## config.mk

```make
export PLATFORM = sky130hd
export DESIGN_NAME = hypot_arbiter_seq
export DESIGN_NICKNAME = d
export VERILOG_FILES = /design/src/rtl/hypot_arbiter_seq.sv
export SDC_FILE = /design/constraint.sdc
export NUM_CORES = 1
export LEC_CHECK = 0
export CAP_MARGIN = 5
export CORE_MARGIN = 2
export CORE_UTILIZATION = 55
export DETAILED_ROUTE_END_ITERATION = 8
export PLACE_DENSITY = 0.79
export SETUP_SLACK_MARGIN = 0.1
export SLEW_MARGIN = 20
export SYNTH_ARGS = -nofsm -noshare
export SYNTH_HDL_FRONTEND = slang
export SYNTH_SLANG_ARGS = --single-unit
export TNS_END_PERCENT = 20
```

## constraint.sdc

```tcl
create_clock -name clk -period 3.8 [get_ports clk]
set_input_delay 0.76 -clock clk [delete_from_list [all_inputs] [get_ports clk]]
set_output_delay 0.76 -clock clk [all_outputs]
set_load 0.02 [all_outputs]
```

## src/rtl/hypot_arbiter_seq.sv

```systemverilog
// hypot_arbiter_seq: round-robin two-port front end for a bit-serial floor(sqrt(x^2 + y^2)) engine
// Ports: clk/rst_n (sync, active-low); reqN_valid/ready/x/y per requester;
// rsp_valid/ready/data/id result port tagged with the requester index; busy while a job is in flight.
module hypot_arbiter_seq (
  input  logic       clk,
  input  logic       rst_n,
  input  logic       req0_valid,
  output logic       req0_ready,
  input  logic [7:0] req0_x,
  input  logic [7:0] req0_y,
  input  logic       req1_valid,
  output logic       req1_ready,
  input  logic [7:0] req1_x,
  input  logic [7:0] req1_y,
  output logic       rsp_valid,
  input  logic       rsp_ready,
  output logic [8:0] rsp_data,
  output logic       rsp_id,
  output logic       busy
);
  typedef enum logic [2:0] {IDLE, SQX, SQY, ROOT, DONE} state_t;
  state_t state, state_nx;
  logic last_grant, id, gnt0, gnt1, acc, last_cnt, ge;
  logic [7:0] x, y, op;
  // bit 17 stays zero while squaring; ROOT shifts the pairs out of the top
  logic [17:0] sum;
  logic [10:0] rem, rem_sh, trial;
  logic [8:0] root;
  logic [3:0] cnt;
  always_comb begin
    gnt0 = req0_valid && (!req1_valid || last_grant);
    gnt1 = req1_valid && (!req0_valid || !last_grant);
    req0_ready = state == IDLE && gnt0;
    req1_ready = state == IDLE && gnt1;
    acc = req0_ready || req1_ready;
    last_cnt = cnt == (state == ROOT ? 4'd8 : 4'd7);
    op = state == SQX ? x : y;
    rem_sh = {rem[8:0], sum[17:16]};
    trial = {root, 2'b01};
    ge = rem_sh >= trial;
    state_nx = state;
    unique case (state)
      IDLE:    state_nx = acc ? SQX : IDLE;
      SQX:     state_nx = last_cnt ? SQY : SQX;
      SQY:     state_nx = last_cnt ? ROOT : SQY;
      ROOT:    state_nx = last_cnt ? DONE : ROOT;
      DONE:    state_nx = rsp_ready ? IDLE : DONE;
      default: state_nx = IDLE;
    endcase
  end
  always_ff @(posedge clk) begin
    if (!rst_n) begin
      state <= IDLE;
      last_grant <= 1'b1;
      id <= 1'b0;
      x <= '0;
      y <= '0;
      sum <= '0;
      rem <= '0;
      root <= '0;
      cnt <= '0;
    end else begin
      state <= state_nx;
      case (state)
        IDLE: if (acc) begin
          x <= gnt1 ? req1_x : req0_x;
          y <= gnt1 ? req1_y : req0_y;
          id <= gnt1;
          last_grant <= gnt1;
          sum <= '0;
          cnt <= '0;
        end
        SQX, SQY: begin
          if (op[cnt[2:0]]) sum <= sum + ({10'b0, op} << cnt[2:0]);
          cnt <= last_cnt ? 4'd0 : cnt + 4'd1;
          // root/rem are cleared only on entry to ROOT so rsp_data keeps the previous result until then
          if (state == SQY && last_cnt) begin
            rem <= '0;
            root <= '0;
          end
        end
        ROOT: begin
          sum <= {sum[15:0], 2'b00};
          rem <= ge ? rem_sh - trial : rem_sh;
          root <= {root[7:0], ge};
          cnt <= cnt + 4'd1;
        end
        default: ;
      endcase
    end
  end
  assign rsp_valid = state == DONE;
  assign rsp_data = root;
  assign rsp_id = id;
  assign busy = state != IDLE;
endmodule

```

### Sequential cells coloured by netlist name, run 1

Scale: 3 px per um.
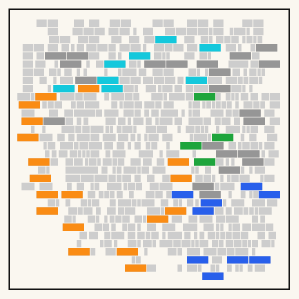
- `rem`: blue (placed flops 9)
- `y`: cyan (placed flops 8)
- `sum`: orange (placed flops 18)
- `cnt`: green (placed flops 4)
- not coloured: 22
Seq power: 0.716 mW
sequential share of cell area: 0.236

### Routing congestion map, run 1

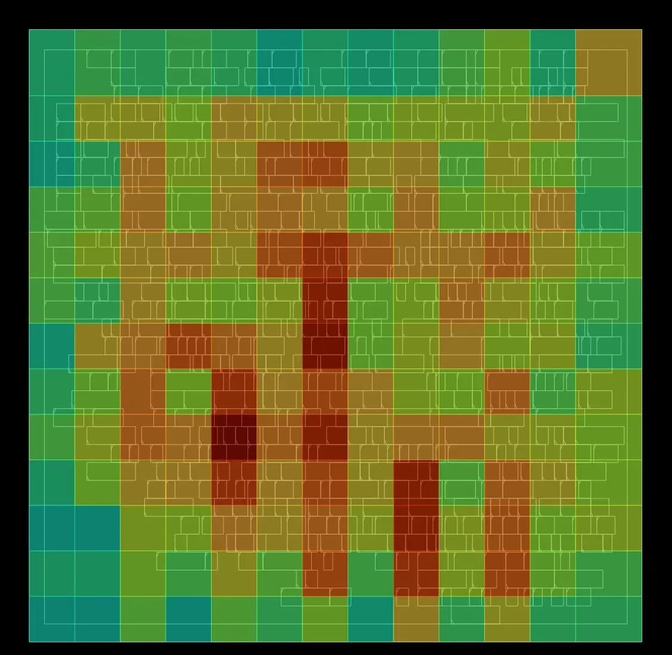
met1 Track Usage GR: 0.335
GR Layer Usage met2: 0.395
routed len/inst: 15.6 um
met3 Track Usage GR: 0.0570
Top Usage Layer GRT: met2

==> summary.txt, run 1 <==
Worst path required time = 4.09 ns
Top-area cell type share of the netlist area = 0.281
Fin area = 0.00517 mm^2
Final setup fails = 0
Max cap viols = 0
Yosys top cell by area = dfxtp_1
Measured slew at the worst slew-check pin = 0.837 ns
Core area = 0.00769 mm^2
Tcrit/Tclk final = 0.938
Multi-input gate area = 0.00292 mm^2
Layout cell share with drive strength beyond 1 = 0.0941
CTS Buffer Depth = 2
Power Total = 1.75 mW
Top logic cells by instance count in the layout = nor2_1 (61), dfxtp_1 (61), clkdlybuf4s50_1 (50), nand2_1 (45), mux2i_1 (44)
Antenna violations before repair = 0
Yosys top cell by instances = nor2_1
Critical Path End Type = register
Critical R2R Capture = sum[17]$_SDFFE_PN0P_
DRT Pass-1 Iters = 5
Top cells by count, synth = nor2_1 (62), dfxtp_1 (61), mux2i_1 (46)
YS chip area = 0.00434 mm^2
Cell count of the worst hold path = 2
I/O Buffers = 50
Grt ovf = 0
Num Clock Sinks = 61
Post-synthesis cell count = 524
Hold Buf Count CTS = 0
Horiz. Die Dim = 92.8 um
Post-synth ARST share = 0
CTS buffer count = 9
Syn Area/Cell = 8.28 um^2
Worst Setup Start Kind = register
Dpl cell area = 0.00492 mm^2
PwrDens = 339 mW/mm^2
Status = finished clean
Peak Freq = 280 MHz
1st-iter DRT viols = 247
CTS HTree Levels = 3
First-pass GRT wire length = 17100 um
Pre-Place Util = 0.565
ANT cells = 0
Die height = 92.8 um
Final Hold Viols = 0
Drt total wl = 10600 um
Clock transition at path regs = 0.07 ns
Detailed-route via count = 4071
Hold Crit Start = rem[7]$_SDFFE_PN0P_
Synth area leaders = dfxtp_1 (28%), mux2i_1 (11%), ha_1 (8.4%), nor2_1 (5.4%), a211oi_1 (4.8%)
Final cell count without fillers = 676
Synthesized area = 0.00434 mm^2
Yosys stat cell total = 524
Seq share, synth = 0.281
Data arrival time of the critical path = 3.86 ns
R2r startpoint = state[2]$_SDFF_PN0_
RSZ-0062 raised after global routing = yes
Pin count of the biggest net entering global routing = 33
CTS tree = yes
### Gate families picked out, run 1

Scale: 3 px per um.
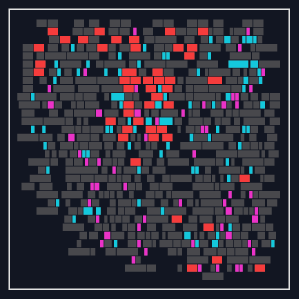
- NOR gates: cyan (cells 76; most used nor2_1)
- NAND gates: magenta (cells 55; most used nand2_1)
- multiplexers: red (cells 47; most used mux2i_1)

## run 1: state kept, by name, indices dropped and copies added, names as in the netlist
register and flops:
y 8, sum 18, cnt 4, rem 9, x 8, rsp_id 1
rsp_data 9, last_grant 1, state 3
## run 1: logic make-up (layout without fill, tap and decap cells)
kind of cell,Yosys count,after routing,share of synthesized area
compound gates,163,163,0.264
buf+inv,50,100,0.0519
fa+ha+maj,30,30,0.0882
mux,47,47,0.109
xor+xnor,23,23,0.0464
flops,61,61,0.281
simple gates,150,150,0.160
## run 1: power groups by stage
| stage | registers, mW | clock network [mW] | logic [mW] |
|---|---|---|---|
| after floorplan | 0.713 | 0 | 0.303 |
| after global placement | 0.728 | 0 | 0.389 |
| after detailed placement | 0.729 | 0 | 0.399 |
| after CTS | 0.715 | 0.623 | 0.403 |
| after global routing | 0.720 | 0.659 | 0.457 |
| final | 0.716 | 0.618 | 0.416 |
## run 1: layout make-up
type                            instances  area share
Clock inverter                          3     0.00848
Sequential cell                        61       0.236
Multi-Input combinational cell        413       0.565
Tap cell                              102      0.0247
Clock buffer                           12      0.0320
Timing Repair Buffer                   64       0.118
Inverter                               21      0.0153
## run 1: how the worst max path moves through the flow
stage / startpoint / to / slack, ns / cells after the start
after floorplan: state[1]$_SDFF_PN0_ / sum[12]$_SDFFE_PN0P_ / 0.50 / 15
after global placement: state[2]$_SDFF_PN0_ / sum[12]$_SDFFE_PN0P_ / 0.25 / 12
after detailed placement: state[2]$_SDFF_PN0_ / sum[12]$_SDFFE_PN0P_ / 0.22 / 12
after CTS: state[2]$_SDFF_PN0_ / sum[12]$_SDFFE_PN0P_ / 0.16 / 13
after global routing: state[2]$_SDFF_PN0_ / sum[17]$_SDFFE_PN0P_ / 0.02 / 15
final: state[2]$_SDFF_PN0_ / sum[17]$_SDFFE_PN0P_ / 0.23 / 15
## run 1: metal layers
layer / vias to the layer above / global-route usage / part of all wire
met2: 122 / 0.395 / 0.48
met3: 15 / 0.0570 / 0.054
met4: 0 / 0.0515 / 0.0092
met5: - / 0 / 0
met1: 1910 / 0.335 / 0.46
li1: 2024 / - / -
## run 1: timing repair
action	CTS	global route
endpoints found under the setup margin	0	10
buffers inserted	0	2
hold endpoints to repair	0	0
resized	0	7
## run 1: worst max-delay path, stage by stage (launching register included)
cell	delay (ns)
dfxtp_1	0.36
nor3b_4	0.19
buf_6	0.19
mux2i_2	0.26
nand2_1	0.12
a21boi_0	0.19
mux2i_1	0.23
o22ai_1	0.12
ha_1	0.36
and3_2	0.28
and3_1	0.20
a21o_1	0.20
a211oi_2	0.31
o21ai_0	0.14
a211oi_1	0.24
a31o_2	0.13
## run 1: through the flow
step,hold slack (ns),worst slack (ns)
after floorplan,0.429,0.503
after global placement,0.449,0.254
after detailed placement,0.458,0.218
after CTS,0.475,0.160
after global routing,0.496,0.0212
final,0.480,0.234
==> run 1 -> run 2 <==
- ABC_AREA: unset -> 1
- PLACE_DENSITY: 0.79 -> 0.78
==> run 2 against run 1 <==
Sequential power increased by 5.4%. Largest cell class unchanged. Clock power rose by 7.8%. First-iteration DRC count up 41%. Global-route usage is 1.8 points higher. Largest power group is now combinational cells. Worst hold slack got worse by 0.0065 ns. Count of clock-buffer cells in the layout shrank 3. Design area increased by 8.1%.
==> summary.txt, run 2 <==
Status = finished clean (unchanged)
I/O Buffers = 50 (unchanged)
Die height = 97.9 um (was 92.8 um)
Seq share, synth = 0.252 (was 0.281)
CTS tree = yes (unchanged)
Max cap viols = 0 (unchanged)
Pin count of the biggest net entering global routing = 38 (was 33)
DRT Pass-1 Iters = 5 (unchanged)
Yosys stat cell total = 790 (was 524)
Top-area cell type share of the netlist area = 0.252 (was 0.281)
Critical path's slowest cell = dfxtp_1 (unchanged)
Yosys top cell by area = dfxtp_1 (unchanged)
Number of flip-flops under the largest register name = 18 (unchanged)
Top logic cells by instance count in the layout = nand2_1 (221), inv_1 (104), nor2_1 (101), dfxtp_1 (61), nand3_1 (53) (was nor2_1 (61), dfxtp_1 (61), clkdlybuf4s50_1 (50), nand2_1 (45), mux2i_1 (44))
Tcrit/Tclk final = 0.830 (was 0.938)
PwrDens = 400 mW/mm^2 (was 339 mW/mm^2)
Standard-cell row count = 34 (was 32)
Horiz. Die Dim = 97.9 um (was 92.8 um)
Peak supply drop = 0.250 mV (was 0.336 mV)
Log Warnings = 28 (was 29)
First-pass GRT wire length = 21200 um (was 17100 um)
Leak = 2.64 nW (was 2.07 nW)
Num Clock Sinks = 61 (unchanged)
CTS Buffer Depth = 2 (unchanged)
Clock transition at path regs = 0.08 ns (was 0.07 ns)
Grt ovf = 0 (unchanged)
Post-synthesis cell count = 790 (was 524)
Core area = 0.00864 mm^2 (was 0.00769 mm^2)
Antenna violations before repair = 0 (unchanged)
Worst Setup Start Kind = register (unchanged)
Layout cell share with drive strength beyond 1 = 0.0576 (was 0.0941)
CP max stage delay = 0.45 ns (was 0.36 ns)
Synthesized area = 0.00485 mm^2 (was 0.00434 mm^2)
ANT cells = 0 (unchanged)
Drt total wl = 12500 um (was 10600 um)
Setup Fix Bufs, Post-CTS = 0 (unchanged)
Critical Path End Type = register (unchanged)
Measured slew at the worst slew-check pin = 0.999 ns (was 0.837 ns)
Registers, synthesis = 61 (unchanged)
Cell mode on critical path = nand2_1
Top cells by count, synth = nand2_1 (221), inv_1 (104), nor2_1 (102) (was nor2_1 (62), dfxtp_1 (61), mux2i_1 (46))
Setup slack at placement = 0.711 ns (was 0.218 ns)
Reg with most FFs = sum (unchanged)
Yosys simple share = 0.373 (was 0.160)
XOR/XNOR Area Share = 0.0144 (was 0.0464)
MUX share of area = 0 (was 0.109)
Power Total = 2.23 mW (was 1.75 mW)
PostCTS Resize Cnt = 0 (unchanged)
Synth area leaders = dfxtp_1 (25%), nand2_1 (17%), inv_1 (8.0%), nor2_1 (7.9%), ha_1 (7.5%) (was dfxtp_1 (28%), mux2i_1 (11%), ha_1 (8.4%), nor2_1 (5.4%), a211oi_1 (4.8%))
Pre-Place Util = 0.562 (was 0.565)
Final ANT Viol Nets = 0 (unchanged)
Hold Slack = 0.473 ns (was 0.480 ns)
Final WS setup = 0.646 ns (was 0.234 ns)
Worst hold path class = register to register (unchanged)
Post-synth ARST share = 0 (unchanged)
Yosys adder share = 0.0789 (was 0.0882)
Compound Share, Synth = 0.163 (was 0.264)
Detailed-route via count = 5078 (was 4071)
Worst path required time = 4.05 ns (was 4.09 ns)
Final Hold Viols = 0 (unchanged)
YS chip area = 0.00485 mm^2 (was 0.00434 mm^2)
Yosys top cell by instances = nand2_1 (was nor2_1)
Slew headroom = 0.333 (was 0.441)
1st-iter DRT viols = 349 (was 247)
Main logic family after synthesis = simple AND/OR/NAND/NOR gates (was AND-OR/OR-AND gates)
CTS HTree Levels = 3 (unchanged)
Hold Buf Count CTS = 0 (unchanged)
RSZ-0062 raised after global routing = no (was yes)
Final setup fails = 0 (unchanged)
Data arrival time of the critical path = 3.40 ns (was 3.86 ns)
Peak Freq = 317 MHz (was 280 MHz)
CTS buffer count = 9 (unchanged)
CP cell instances = nand2_1, nor2_1, nand2_1, a31oi_1, nand2_1, nand2_1, nor2_1, ha_1, a21oi_1, nand2_1, nand2_1, nand2_1, or2_2, nand3_1, nand2_1, nor2_1, nor2_1 (was nor3b_4, buf_6, mux2i_2, nand2_1, a21boi_0, mux2i_1, o22ai_1, ha_1, and3_2, and3_1, a21o_1, a211oi_2, o21ai_0, a211oi_1, a31o_2)
Syn Area/Cell = 6.14 um^2 (was 8.28 um^2)
## run 2: cell count changes after synthesis, sizes merged, moves of 8 or more
| cell | before | now |
|---|---|---|
| nand2 | 45 | 224 |
| inv | 20 | 109 |
| nand3 | 2 | 57 |
| mux2i | 46 | 0 |
| nor2 | 62 | 107 |
| a21oi | 30 | 55 |
| a22oi | 21 | 0 |
| o21ai | 27 | 41 |
| xnor2 | 13 | 2 |
| a211oi | 34 | 25 |
| a21o | 10 | 1 |
| nand3b | 0 | 8 |
## run 2: cell families (layout without fill, tap and decap cells)
family / count (synthesis) / in the layout
adders and majority gates: 30 / 30
xor gates and xnor gates: 8 / 8
AOI/OAI and AO/OA: 133 / 133
buffers and inverters: 138 / 181
and+or+nand+nor: 420 / 420
DFF: 61 / 61
## run 2: through the flow
| step | instances | cell area (um^2) |
|---|---|---|
| floorplan | 790 | 4850 |
| global placement | 925 | 5360 |
| detailed placement | 925 | 5360 |
| CTS | 941 | 5590 |
| global route | 941 | 5590 |
| finish | 941 | 5590 |
## run 2: power breakdown
| group | leakage [nW] | switching [mW] | internal, mW |
|---|---|---|---|
| clock | 0.110 | 0.294 | 0.372 |
| combinational | 2.04 | 0.508 | 0.306 |
| sequential | 0.500 | 0.0521 | 0.703 |
| total | 2.64 | 0.853 | 1.38 |
## run 2: cell type report
class	instances	area, um^2
sequential	61	1220
multi-input combinational	591	3060
timing repair buffer	55	538
inverter	110	413
fill	794	3050
clock buffer	9	124
clock inverter	7	98.8
tap	108	135
## run 2: path summary, 6_finish.rpt
| kind | startpoint | end | slack, ns | cells after the start |
|---|---|---|---|---|
| worst max-delay path | state[0]$_SDFF_PN0_ | sum[8]$_SDFFE_PN0P_ | 0.65 | 17 |
| worst min register to register | rsp_id$_SDFFE_PN0P_ | rsp_id$_SDFFE_PN0P_ | 0.47 | 2 |
| worst min-delay path | rsp_id$_SDFFE_PN0P_ | rsp_id$_SDFFE_PN0P_ | 0.47 | 2 |
| worst max register to register | state[0]$_SDFF_PN0_ | sum[8]$_SDFFE_PN0P_ | 0.65 | 17 |
## run 2: worst max-delay path: cells and delay by family, from the launching register on
kind,cells,cell delay (ns)
adder cells (fa/ha/maj),1,0.37
AND-OR/OR-AND,2,0.54
AND/OR/NAND/NOR,14,1.69
flip-flops,1,0.45
## run 2: layer usage
| layer | vias to the layer above | share of wire | routed length, um | GRT usage |
|---|---|---|---|---|
| met5 | - | 0 | 0 | 0 |
| met4 | 0 | 0.019 | 231 | 0.0994 |
| met3 | 20 | 0.044 | 550 | 0.0387 |
| met2 | 149 | 0.47 | 5890 | 0.444 |
| met1 | 2285 | 0.47 | 5800 | 0.342 |
| li1 | 2624 | - | - | - |
### Gate families picked out, run 2

Scale: 3 px per um.
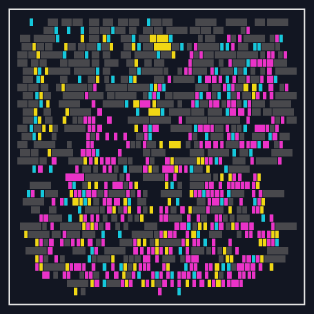
- NOR gates: yellow (cells 113; most used nor2_1; where widely spread)
- NAND gates: magenta (cells 301; most used nand2_1)
- inverters: cyan (cells 110; most used inv_1; where widely spread)

### Routing congestion map, run 2

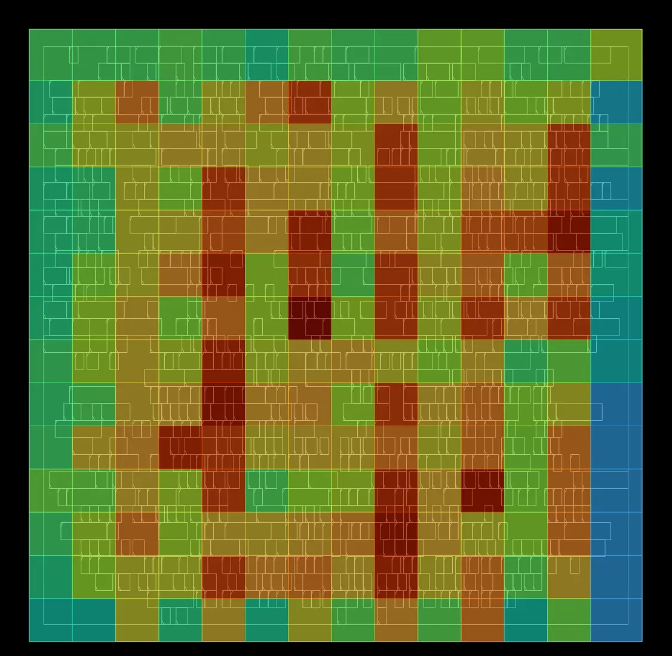
GR Layer Usage met2: 0.444
routed len/inst: 13.3 um
gr usage total: 0.263
met1 Track Usage GR: 0.342
final design utilization: 0.647

### Layout detail, run 2

Window x 36 to 61, y 17 to 42 um. Cells in grey, sequential cells in the stronger grey; small squares are vias.
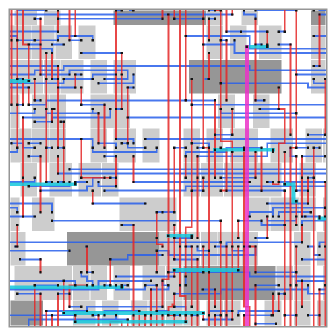
- metal 3: cyan
- metal 1: blue
- metal 2: red
- metal 4: magenta
- sequential cells in the window: 3
- netlist names of flops here include: `sum` (3)
- most frequent: nand2_1 (21), nor2_1 (16), o21ai_0 (10)
- cells with their middle in the window: 68

==> run 2 -> run 3 <==
- clock period: 3.8 -> 3 ns (I/O delays scaled with it)
### Gate families picked out, run 3

Scale: 3 px per um.
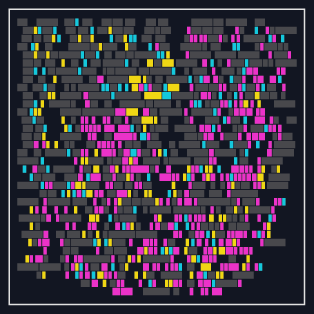
- NAND gates: magenta (cells 302; most used nand2_1; where widely spread)
- NOR gates: yellow (cells 113; most used nor2_1; where widely spread)
- inverters: cyan (cells 110; most used inv_1; where widely spread)
final cell count without fillers: 966
logic share of the area: 0.550
Commonest Layout Cell: nand2_1

### Layout detail, run 3

Window x 36 to 61, y 17 to 42 um. Cells in grey, sequential cells in the stronger grey; small squares are vias.
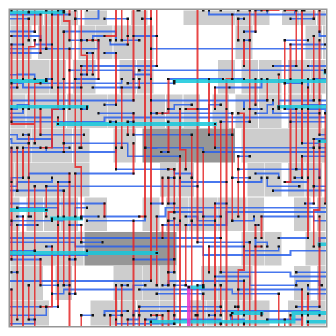
- metal 1: blue
- metal 4: magenta
- metal 3: cyan
- metal 2: red
- cells with their middle in the window: 75
- most frequent: nand2_1 (18), nor2_1 (13), inv_1 (9)
- sequential cells in the window: 2
- netlist names of flops here include: `sum` (2)

### Sequential cells coloured by netlist name, run 3

Scale: 3 px per um.
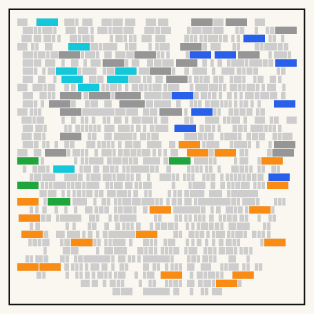
- `cnt`: green (placed flops 4)
- `rem`: blue (placed flops 9)
- `y`: cyan (placed flops 8; where north-west)
- `sum`: orange (placed flops 18)
- not coloured: 22

==> run 3 against run 2 <==
Critical path depth up 6. Count of clock-buffer cells in the layout up 1. Setup slack worse by 0.43 ns. Register-to-register slack worse by 0.43 ns. Cell count up 2.7%. First-iteration DRC count down 23%. Maximum frequency up 13%. Combinational power up 56%.
==> summary.txt, run 3 <==
Measured slew at the worst slew-check pin = 1.04 ns (was 0.999 ns)
Reg with most FFs = sum (unchanged)
Drt total wl = 13600 um (was 12500 um)
CP cell instances = inv_6, nand2_4, nor2_4, nand2_1, nand3_2, nand2_2, nand2_1, o21ai_1, o21ai_1, inv_1, ha_1, a21oi_2, nor2_1, nor2_1, nand2_2, buf_4, nand2_2, nand2_1, nand2_1, nand3_2, nand2_1, nor2_1, nor2_1 (was nand2_1, nor2_1, nand2_1, a31oi_1, nand2_1, nand2_1, nor2_1, ha_1, a21oi_1, nand2_1, nand2_1, nand2_1, or2_2, nand3_1, nand2_1, nor2_1, nor2_1)
Family with the most delay on the worst path = simple AND/OR/NAND/NOR gates (unchanged)
CP max stage delay = 0.38 ns (was 0.45 ns)
Post-synth ARST share = 0 (unchanged)
Routed len/inst = 14.1 um (was 13.3 um)
Register-to-Register Path Depth = 23 (was 17)
Top cells by count, synth = nand2_1 (221), inv_1 (104), nor2_1 (102) (unchanged)
Hold Slack = 0.474 ns (was 0.473 ns)
First-pass GRT wire length = 22400 um (was 21200 um)
Data arrival time of the critical path = 3.08 ns (was 3.40 ns)
Yosys adder share = 0.0789 (unchanged)
Peak Freq = 359 MHz (was 317 MHz)
Max cap viols = 0 (unchanged)
CTS HTree Levels = 3 (unchanged)
Synth area leaders = dfxtp_1 (25%), nand2_1 (17%), inv_1 (8.0%), nor2_1 (7.9%), ha_1 (7.5%) (unchanged)
PwrDens = 508 mW/mm^2 (was 400 mW/mm^2)
Standard-cell row count = 34 (unchanged)
Syn Area/Cell = 6.14 um^2 (unchanged)
Top logic cells by instance count in the layout = nand2_1 (208), inv_1 (102), nor2_1 (93), dfxtp_1 (57), clkdlybuf4s50_1 (50) (was nand2_1 (221), inv_1 (104), nor2_1 (101), dfxtp_1 (61), nand3_1 (53))
Antenna violations before repair = 0 (unchanged)
Final ANT Viol Nets = 0 (unchanged)
Num Clock Sinks = 61 (unchanged)
Registers, synthesis = 61 (unchanged)
Number of flip-flops under the largest register name = 18 (unchanged)
DRT Pass-1 Iters = 5 (unchanged)
Worst Setup Start Kind = register (unchanged)
Cell count of the worst hold path = 2 (unchanged)
Detailed-route via count = 5349 (was 5078)
Pin count of the biggest net entering global routing = 33 (was 38)
ANT cells = 0 (unchanged)
Clock transition at path regs = 0.08 ns (about the same)
Fill cell count = 740 (was 794)
Yosys top cell by instances = nand2_1 (unchanged)
Die height = 97.9 um (unchanged)
Top-area cell type share of the netlist area = 0.252 (unchanged)
Log Warnings = 30 (was 28)
Seq share, synth = 0.252 (unchanged)
Worst hold path class = register to register (unchanged)
Pre-Place Util = 0.562 (unchanged)
Status = finished clean (unchanged)
Post-synthesis cell count = 790 (unchanged)
Slew headroom = 0.309 (was 0.333)
XOR/XNOR Area Share = 0.0144 (unchanged)
Main logic family after synthesis = simple AND/OR/NAND/NOR gates (unchanged)
Critical Path End Type = register (unchanged)
Layout cell share with drive strength beyond 1 = 0.149 (was 0.0576)
MUX share of area = 0 (unchanged)
RSZ-0062 raised after global routing = yes (was no)
Hold Buf Count CTS = 0 (unchanged)
I/O Buffers = 50 (unchanged)
Crit path depth = 23 (was 17)
Gr usage total = 0.278 (was 0.263)
-- run 3: cell counts after synthesis --
Identical to the previous run, type by type.
-- run 3: what timing repair did --
action                     in CTS  in global routing
gates cloned                    0                  1
pin swaps                       1                 27
gates resized                   6                 77
setup endpoints to repair      11                 15
buffers inserted                1                 14
-- run 3: kinds of logic after synthesis --
family,Yosys count
compound gates,133
simple gates,420
flops,61
xor+xnor,8
fa+ha+maj,30
buf+inv,138
-- run 3: per-layer routing --
metal | global-route usage | wire length, um
met1 | 0.371 | 6020
met5 | 0 | 0
met2 | 0.477 | 6620
met4 | 0.0620 | 187
met3 | 0.0422 | 748
-- run 3: worst paths after layout --
kind | end | start
worst max-delay path | sum[15]$_SDFFE_PN0P_ | state[2]$_SDFF_PN0_
worst min-delay path | rem[7]$_SDFFE_PN0P_ | rem[7]$_SDFFE_PN0P_
worst max register to register | sum[15]$_SDFFE_PN0P_ | state[2]$_SDFF_PN0_
worst min register to register | rem[7]$_SDFFE_PN0P_ | rem[7]$_SDFFE_PN0P_
-- run 3: report_power, final --
| part | leakage, nW | internal, mW | switching [mW] |
|---|---|---|---|
| combinational | 2.19 | 0.532 | 0.742 |
| sequential | 0.502 | 0.890 | 0.0739 |
| clock | 0.0985 | 0.467 | 0.366 |
| total | 2.79 | 1.89 | 1.18 |
-- run 3: through the flow --
step                      std cells  cell area, um^2   util  total power, mW
after floorplan                 790             4850      -             1.76
after global placement          934             5430  0.629             1.98
after detailed placement        934             5430  0.629             2.01
after CTS                       951             5670  0.657             2.85
after global routing            966             6040  0.700             3.27
final                           966             6040  0.700             3.07
-- run 3: tightest hold or removal path: cells and delay by family, from the launching register on --
family | cells | cell delay [ns]
AND/OR/NAND/NOR | 1 | 0.06
flip-flops | 1 | 0.32
AND-OR/OR-AND | 1 | 0.06
-- run 3: area by class of cell --
class	count	area, um^2	area share
Tap cell	108	135	0.0224
Inverter	110	423	0.0700
Timing Repair Buffer	79	718	0.119
Sequential cell	61	1230	0.204
Clock inverter	6	87.6	0.0145
Clock buffer	10	128	0.0211
Multi-Input combinational cell	592	3320	0.550

==> screenshots <==
Pin map.
Scale: 4 px per um. Pins as bars across the die edge, other pins in grey.
shot_01.png
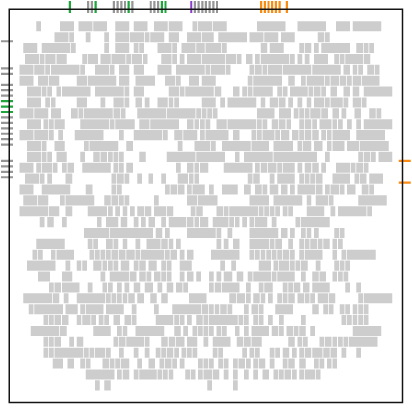
shot_02.png
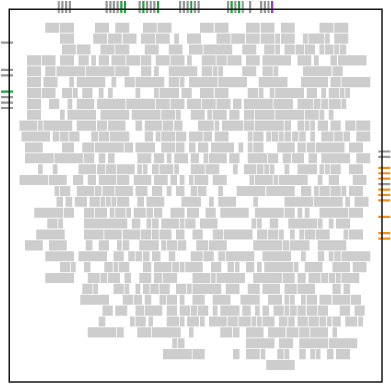
shot_01.png -> run 2
shot_02.png -> run 1

Key to shot_02.png:
- `rsp_data`: orange (pins 9; direction output; edge east)
- `req0_valid`: purple (pins 1; direction input; edge north)
- `req1_y`: green (pins 8; direction input; edge 7 north, 1 west)
- all pins by edge: 32 north, 12 east, 7 west

Power and IR drop assume default switching activity.
